==> src/rtl/fifo_unpacker_if.sv <==
// Bus bundle between the read side of a 36-bit FIFO, the unpacker and the
// half-word consumer. The master modport is the unpacker's view (it pops the
// FIFO and produces half-words); the slave modport is the surrounding
// logic's view (it owns the FIFO and consumes the half-words).
interface fifo_unpacker_if;
   logic [35:0] rdata;
   logic        rempty;
   logic        ren;
   logic        flush;
   logic [15:0] dout;
   logic [1:0]  dout_ch;
   logic        dout_last;
   logic        dout_valid;
   logic        dout_ready;
   logic [15:0] words_cnt;

   modport master (
      input  rdata,
      input  rempty,
      input  flush,
      input  dout_ready,
      output ren,
      output dout,
      output dout_ch,
      output dout_last,
      output dout_valid,
      output words_cnt
   );

   modport slave (
      output rdata,
      output rempty,
      output flush,
      output dout_ready,
      input  ren,
      input  dout,
      input  dout_ch,
      input  dout_last,
      input  dout_valid,
      input  words_cnt
   );
endinterface

==> src/rtl/fifo_unpacker.sv <==
// Pops 36-bit words from a FIFO whose read data settles RD_LAT cycles after
// the read pointer moves, and splits each word into one or two 16-bit beats
// on a valid/ready stream. Word layout: [35] last, [34] single (low half
// only), [33:32] channel, [31:16] high half, [15:0] low half.
module fifo_unpacker #(
   parameter int RD_LAT = 2
) (
   input logic             clk,
   input logic             rst,
   fifo_unpacker_if.master bus
);

   localparam logic [1:0] ST_IDLE    = 2'd0;
   localparam logic [1:0] ST_SETTLE  = 2'd1;
   localparam logic [1:0] ST_EMIT_LO = 2'd2;
   localparam logic [1:0] ST_EMIT_HI = 2'd3;

   // The settle window is RD_LAT cycles long, the last of which is the
   // capture cycle, so the counter starts one below the latency.
   localparam logic [2:0] SETTLE_LOAD = 3'(RD_LAT - 1);

   logic [1:0]  state;
   logic [1:0]  state_nxt;
   logic [2:0]  settle_cnt;
   logic [35:0] hold;
   logic        dout_valid_q;
   logic [15:0] pop_count;
   logic        capture;
   logic        accept;
   logic        settle_start;

   // A pop happens only at the end of a full settle window with data still
   // present; flush vetoes it so the word stays in the FIFO for a retry.
   assign capture      = (state == ST_SETTLE) && (settle_cnt == 3'd0) &&
                         !bus.rempty && !bus.flush;
   assign accept       = dout_valid_q && bus.dout_ready;
   assign settle_start = (state == ST_IDLE) && !bus.rempty && !bus.flush;

   // Next-state selection; flush overrides everything and returns to idle.
   always_comb begin
      state_nxt = state;
      if (bus.flush) begin
         state_nxt = ST_IDLE;
      end else begin
         case (state)
            ST_IDLE: begin
               if (!bus.rempty) state_nxt = ST_SETTLE;
            end
            ST_SETTLE: begin
               if (bus.rempty)                state_nxt = ST_IDLE;
               else if (settle_cnt == 3'd0)   state_nxt = ST_EMIT_LO;
            end
            ST_EMIT_LO: begin
               if (accept) state_nxt = hold[34] ? ST_IDLE : ST_EMIT_HI;
            end
            ST_EMIT_HI: begin
               if (accept) state_nxt = ST_IDLE;
            end
            default: state_nxt = ST_IDLE;
         endcase
      end
   end

   // State register plus a registered valid that is high exactly while a
   // beat is being presented.
   always_ff @(posedge clk or posedge rst) begin
      if (rst) begin
         state        <= ST_IDLE;
         dout_valid_q <= 1'b0;
      end else begin
         state        <= state_nxt;
         dout_valid_q <= (state_nxt == ST_EMIT_LO) || (state_nxt == ST_EMIT_HI);
      end
   end

   // Settle counter: loaded on entry to the settle window, counts down to 0.
   always_ff @(posedge clk or posedge rst) begin
      if (rst) begin
         settle_cnt <= 3'd0;
      end else if (settle_start) begin
         settle_cnt <= SETTLE_LOAD;
      end else if ((state == ST_SETTLE) && (settle_cnt != 3'd0)) begin
         settle_cnt <= settle_cnt - 3'd1;
      end
   end

   // Hold register: rdata is looked at only in the capture cycle.
   always_ff @(posedge clk or posedge rst) begin
      if (rst) begin
         hold <= 36'd0;
      end else if (capture) begin
         hold <= bus.rdata;
      end
   end

   // Free-running count of words popped; wraps silently at 16 bits.
   always_ff @(posedge clk or posedge rst) begin
      if (rst) begin
         pop_count <= 16'd0;
      end else if (capture) begin
         pop_count <= pop_count + 16'd1;
      end
   end

   // Beat fields are decoded from the hold register and forced to zero when
   // no beat is on offer, so they read 0 in idle, settle and reset.
   always_comb begin
      bus.dout      = 16'd0;
      bus.dout_ch   = 2'd0;
      bus.dout_last = 1'b0;
      case (state)
         ST_EMIT_LO: begin
            bus.dout      = hold[15:0];
            bus.dout_ch   = hold[33:32];
            bus.dout_last = hold[35] & hold[34];
         end
         ST_EMIT_HI: begin
            bus.dout      = hold[31:16];
            bus.dout_ch   = hold[33:32];
            bus.dout_last = hold[35];
         end
         default: begin
            bus.dout      = 16'd0;
            bus.dout_ch   = 2'd0;
            bus.dout_last = 1'b0;
         end
      endcase
   end

   assign bus.ren        = capture;
   assign bus.dout_valid = dout_valid_q;
   assign bus.words_cnt  = pop_count;

endmodule

==> src/flat_wrapper.sv <==
// flat-port wrapper written by rule: the top's interface ports become plain ports
module fifo_unpacker_flat 
#(
   parameter int RD_LAT = 2
)
  (clk, rst, bus_rdata, bus_rempty, bus_flush, bus_dout_ready, bus_ren, bus_dout, bus_dout_ch, bus_dout_last, bus_dout_valid, bus_words_cnt);
  fifo_unpacker_if bus_i ();
  input logic clk;
  input logic rst;
  input wire logic [$bits(bus_i.rdata)-1:0] bus_rdata;
  input wire logic [$bits(bus_i.rempty)-1:0] bus_rempty;
  input wire logic [$bits(bus_i.flush)-1:0] bus_flush;
  input wire logic [$bits(bus_i.dout_ready)-1:0] bus_dout_ready;
  output wire logic [$bits(bus_i.ren)-1:0] bus_ren;
  output wire logic [$bits(bus_i.dout)-1:0] bus_dout;
  output wire logic [$bits(bus_i.dout_ch)-1:0] bus_dout_ch;
  output wire logic [$bits(bus_i.dout_last)-1:0] bus_dout_last;
  output wire logic [$bits(bus_i.dout_valid)-1:0] bus_dout_valid;
  output wire logic [$bits(bus_i.words_cnt)-1:0] bus_words_cnt;
  assign bus_i.rdata = bus_rdata;
  assign bus_i.rempty = bus_rempty;
  assign bus_i.flush = bus_flush;
  assign bus_i.dout_ready = bus_dout_ready;
  assign bus_ren = bus_i.ren;
  assign bus_dout = bus_i.dout;
  assign bus_dout_ch = bus_i.dout_ch;
  assign bus_dout_last = bus_i.dout_last;
  assign bus_dout_valid = bus_i.dout_valid;
  assign bus_words_cnt = bus_i.words_cnt;
  fifo_unpacker #(.RD_LAT(RD_LAT)) u_core (.clk(clk), .rst(rst), .bus(bus_i));
endmodule
==> config.mk <==
export PLATFORM = sky130hd
export DESIGN_NAME = fifo_unpacker_flat
export DESIGN_NICKNAME = d
export VERILOG_FILES = /design/src/rtl/fifo_unpacker_if.sv /design/src/rtl/fifo_unpacker.sv /design/src/flat_wrapper.sv
export SDC_FILE = /design/constraint.sdc
export NUM_CORES = 1
export LEC_CHECK = 0
export ABC_CLOCK_PERIOD_IN_PS = 5430
export CAP_MARGIN = 20
export CORE_MARGIN = 2
export CORE_UTILIZATION = 40
export CTS_BUF_LIST = sky130_fd_sc_hd__clkbuf_2 sky130_fd_sc_hd__clkbuf_4 sky130_fd_sc_hd__clkbuf_8
export DETAILED_ROUTE_END_ITERATION = 8
export PLACE_DENSITY = 0.66
export SLEW_MARGIN = 20
export SYNTH_ARGS = -nofsm -noshare
export SYNTH_HDL_FRONTEND = slang
export SYNTH_SLANG_ARGS = --single-unit
==> constraint.sdc <==
create_clock -name clk -period 5.43 [get_ports clk]
set_input_delay 0.543 -clock clk [delete_from_list [all_inputs] [get_ports clk]]
set_output_delay 0.543 -clock clk [all_outputs]
set_load 0.03 [all_outputs]
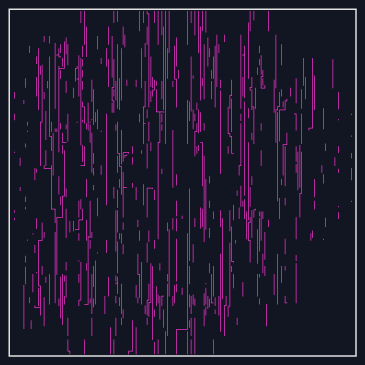
Figure 1: run 1, the metal 2 layer.
Scale: 4 px per um.
nets with wire on the layer: 323
wire length on this layer: 2570 um
longest straight run: 33.1 um
drt total wl: 5590 um
detailed-route via count: 2134

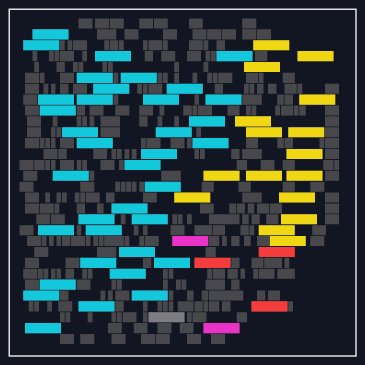
Figure 2: run 1, sequential cells grouped by signal name.
Scale: 4 px per um. Other sequential cells in the stronger grey, the rest of the logic in the fainter grey.
legend:
  u_core.hold:
    colour: cyan
    sequential_cells: 36
  u_core.bus.words_cnt:
    colour: yellow
    sequential_cells: 16
  u_core.settle_cnt:
    colour: red
    sequential_cells: 3
  u_core.state:
    colour: magenta
    sequential_cells: 2
not coloured: 1
FF+latch area: 1450 um^2
sequential cell area share: 39.1%

==> impl_metrics.yaml, run 1 <==
# flow metrics
critical_path:
  path_class: "in2out"
  worstPathCellList: "clkdlybuf4s50_1 -> nor4b_4 -> nand2_1 -> buf_4 -> inv_1 -> clkdlybuf4s50_1"
  cp_slowest_cell: "clkdlybuf4s50_1"
  end_kind: "primary output"
  crit_path_end: "bus_ren"
  critPathMostFrequentCell: "clkdlybuf4s50_1"
  cp_data_arrival_time_ps: 2760
  critPathMaxStageDelay_ps: 670
  cp.depth: 6
power_and_ir_drop:
  power.leakage_nw: 1.78
  pg_clk_mw: 0.339
  seq_power_share_pct: 50.3
  p_clk_share_pct: 25.8
  p_sw_share_pct: 30.8
  p_comb_share_pct: 23.9
  switchingPower_mw: 0.404
sta:
  hold_violations: 0
  fin_crit_sh_pct: 60.8
  rsz0062_at_grt: "false"
  fmax_mhz: 303
  slew_viol_final: 0
  whs_ps: 464
  slew_headroom_pct: 47.3
  setup_viol: 0
synth:
  ys_async_sr_fraction_pct: 100
  yosysTopAreaCell: "dfrtp_1"
  synth_area_um2: 2710
  yosys_cells: 291
  yosys_area_um2: 2710
  edf_count: 0
  synth_cell_type_count: 30
  syn_area_per_cell_um2: 9.32
  ys_sh_simple_pct: 28.9
  yosys_warnings: 0
  ys_sh_aoi_pct: 0.646
  top_area_share_pct: 53.5
  netlist_instances: 291
cts:
  clk_latency_ps: 330
  cts_buffer_depth: 2
  clock-sinks: 58
  hold_buffers: 0
  post_cts_buffers: 0
  path_clk_slew_ps: 60
layout:
  logic_area_um2: 1170
  nClkBuffers: 11
  fin_nets: 414
  antenna_cells: 0
  design_area_um2: 3710
  flop-count: 58
  syn_to_final_growth_pct: 37.0
  lay_top_count: "nand2_1"
  nFillCells: 625
  n_all_buffers: 81
  inverters: 8
  clkCellAreaFrac_pct: 4.38
  largest_reg_flops: 36
global_routing:
  grt_pass1_vias: 2141
  grt_max_degree: 59
  grt-ovfl-total: 0
  grt_usage_pct: 16.6
placed_design:
  postPlaceCellArea_um2: 3550
  place_congestion: 0.743
  hpwl_um: 3680
  dpl_worst_slack_ps: 2150
  portBuffers: 77
  dp.cells: 439
floorplanning:
  io_pins: 78
  chipArea_um2: 7450
detailed_routing:
  wire_per_inst_um: 12.3
  met1Wirelength_um: 2590
  drt_first_pass_iters: 4
  drc: 0
  wl_met2_um: 2570
hold_path:
  worstHoldEndpoint: "u_core.hold[33]$_DFFE_PP0P_"
  hold_class: "reg2reg"
flow_run:
  drv_cap: 0
run_status:
  status: "finished clean"
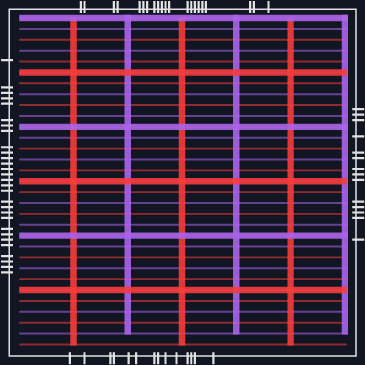
Figure 3: run 1, floorplan with the power grid.
Scale: 4 px per um. Pins as bars on the die edge.
legend:
  VSS:
    colour: red
  VDD:
    colour: purple
met1 rails: 31
signal pins: 78
met5 straps: 6
rows: 30
Core ar.: 6680 um^2
Die X: 86.3 um
die span in y: 86.3 um
Max VDD drop: 0.156 mV

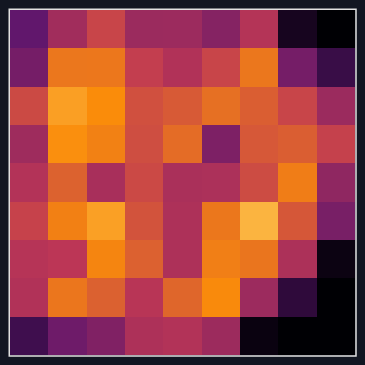
Figure 4: run 1, cell density map.
Scale: 4 px per um. The die is cut into 9 by 9 equal tiles; black is low, pale yellow is high, 0 to 100% covered.
mean over tiles: 49%
emptiest ninth of the die: bottom right
nearly empty tiles: 4.9%
tiles over 75% full: 4.9%
Core Util at FP: 40.6%
final core utilization: 55.6%

==> run 1 -> run 2 <==
- ABC_CLOCK_PERIOD_IN_PS: 5430 -> 2900
- PLACE_DENSITY: 0.66 -> 0.69
- clock period: 5.43 -> 2.9 ns (I/O delays scaled with it)
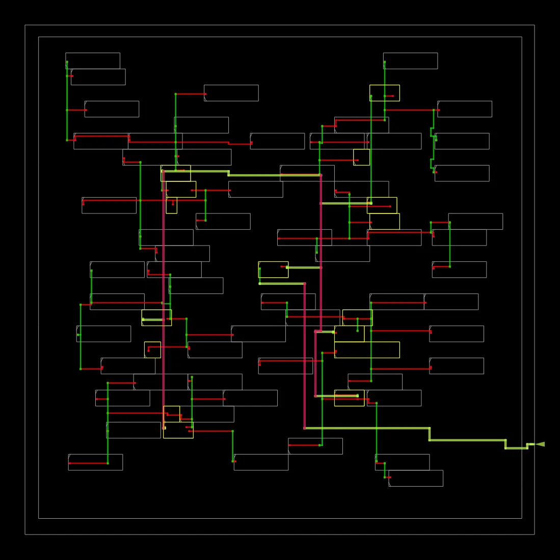
Figure 5: run 2, clock nets.
clock buffers: 14
Late-Pin Clk Latency: 330 ps
Setup Skew: 2.59 ps
TritonCTS Buffers: 9

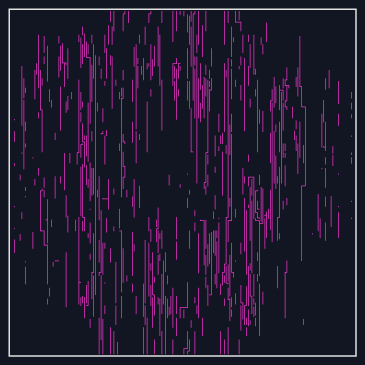
Figure 6: run 2, the metal 2 layer.
Scale: 4 px per um.
longest straight run: 59.8 um
nets with wire on the layer: 328
wire length on this layer: 2770 um
main direction: vertical
GRT met2 Usage: 27.8%
drt total wl: 5840 um
detailed-route via count: 2158

==> run 2 against run 1 <==
Non-clock buffer count rose by 1; first-iteration DRC count rose by 1.9%; sequential power rose by 87%; critical path type is now reg2out; largest power group unchanged; highest routed layer unchanged.
==> impl_metrics.yaml, run 2 <==
# flow metrics
layout:
  syn_to_final_growth_pct: 39.4
  most-common-layout-cells: "nand2_1 (118), clkdlybuf4s50_1 (76), dfrtp_1 (58)"
  nFillCells: 632
  antenna_cells: 0
  fin_nets: 415
  n_all_buffers: 82
  lay_top_count: "nand2_1"
  inverters: 8
  seq_share_pct: 38.4
  design_area_um2: 3780
  logic_area_um2: 1170
  flop-count: 58
  seqCellArea_um2: 1450
  largest_reg_flops: 36
synth:
  synth_area_um2: 2710
  yosys_area_um2: 2710
  yosys_cells: 291
  ys_async_sr_fraction_pct: 100
  synth_cell_type_count: 30
  edf_count: 0
  syn_area_per_cell_um2: 9.32
  top_area_share_pct: 53.5
  ys_sh_aoi_pct: 0.646
  netlist_instances: 291
  yosys_warnings: 0
power_and_ir_drop:
  p_comb_share_pct: 23.0
  switchingPower_mw: 0.767
  p_clk_share_pct: 29.7
  top_power_group: "registers"
  seq_power_share_pct: 47.3
  power.leakage_nw: 1.81
cts:
  hold_buffers: 0
  post_cts_buffers: 0
  path_clk_slew_ps: 60
  clock-sinks: 58
  cts_buffer_depth: 2
global_routing:
  grt_pass1_vias: 2175
  grt_usage_pct: 17.2
  grt_max_degree: 59
  grt-ovfl-total: 0
critical_path:
  end_kind: "primary output"
  cp_data_arrival_time_ps: 2140
  cp_slowest_cell: "dfrtp_1"
  worstPathCellList: "nor2b_1 -> clkdlybuf4s50_1"
  critPathMaxStageDelay_ps: 860
  crit_path_end: "bus_dout[13]"
  path_class: "reg2out"
  cp.depth: 2
floorplanning:
  die.size.y_um: 86.3
  fp_util_pct: 40.6
  die_x_um: 86.3
  io_pins: 78
  chipArea_um2: 7450
  core_um2: 6680
sta:
  rsz0062_at_grt: "false"
  fmax_mhz: 411
  setup_viol: 0
  slew_headroom_pct: 46.9
  fin_crit_sh_pct: 83.9
  slew_viol_final: 0
hold_path:
  worstHoldEndpoint: "u_core.hold[33]$_DFFE_PP0P_"
  hold_class: "reg2reg"
placed_design:
  portBuffers: 77
  dpl_worst_slack_ps: 768
  place_congestion: 0.773
  postPlaceCellArea_um2: 3570
  hpwl_um: 3910
  dp.cells: 440
detailed_routing:
  wl_met2_um: 2770
  drt_first_pass_iters: 4
  met1Wirelength_um: 2710
  drc: 0
  wire_per_inst_um: 12.8
run_status:
  status: "finished clean"
flow_run:
  drv_cap: 0
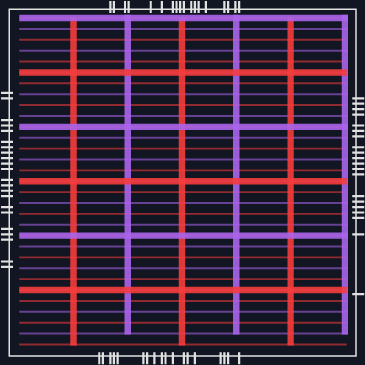
Figure 7: run 2, floorplan with the power grid.
Scale: 4 px per um. Pins as bars on the die edge.
legend:
  VSS:
    colour: red
  VDD:
    colour: purple
met4 straps: 6
met5 straps: 6
signal pins: 78
Max VDD drop: 0.281 mV

Power is estimated from default activity; no workload was simulated.
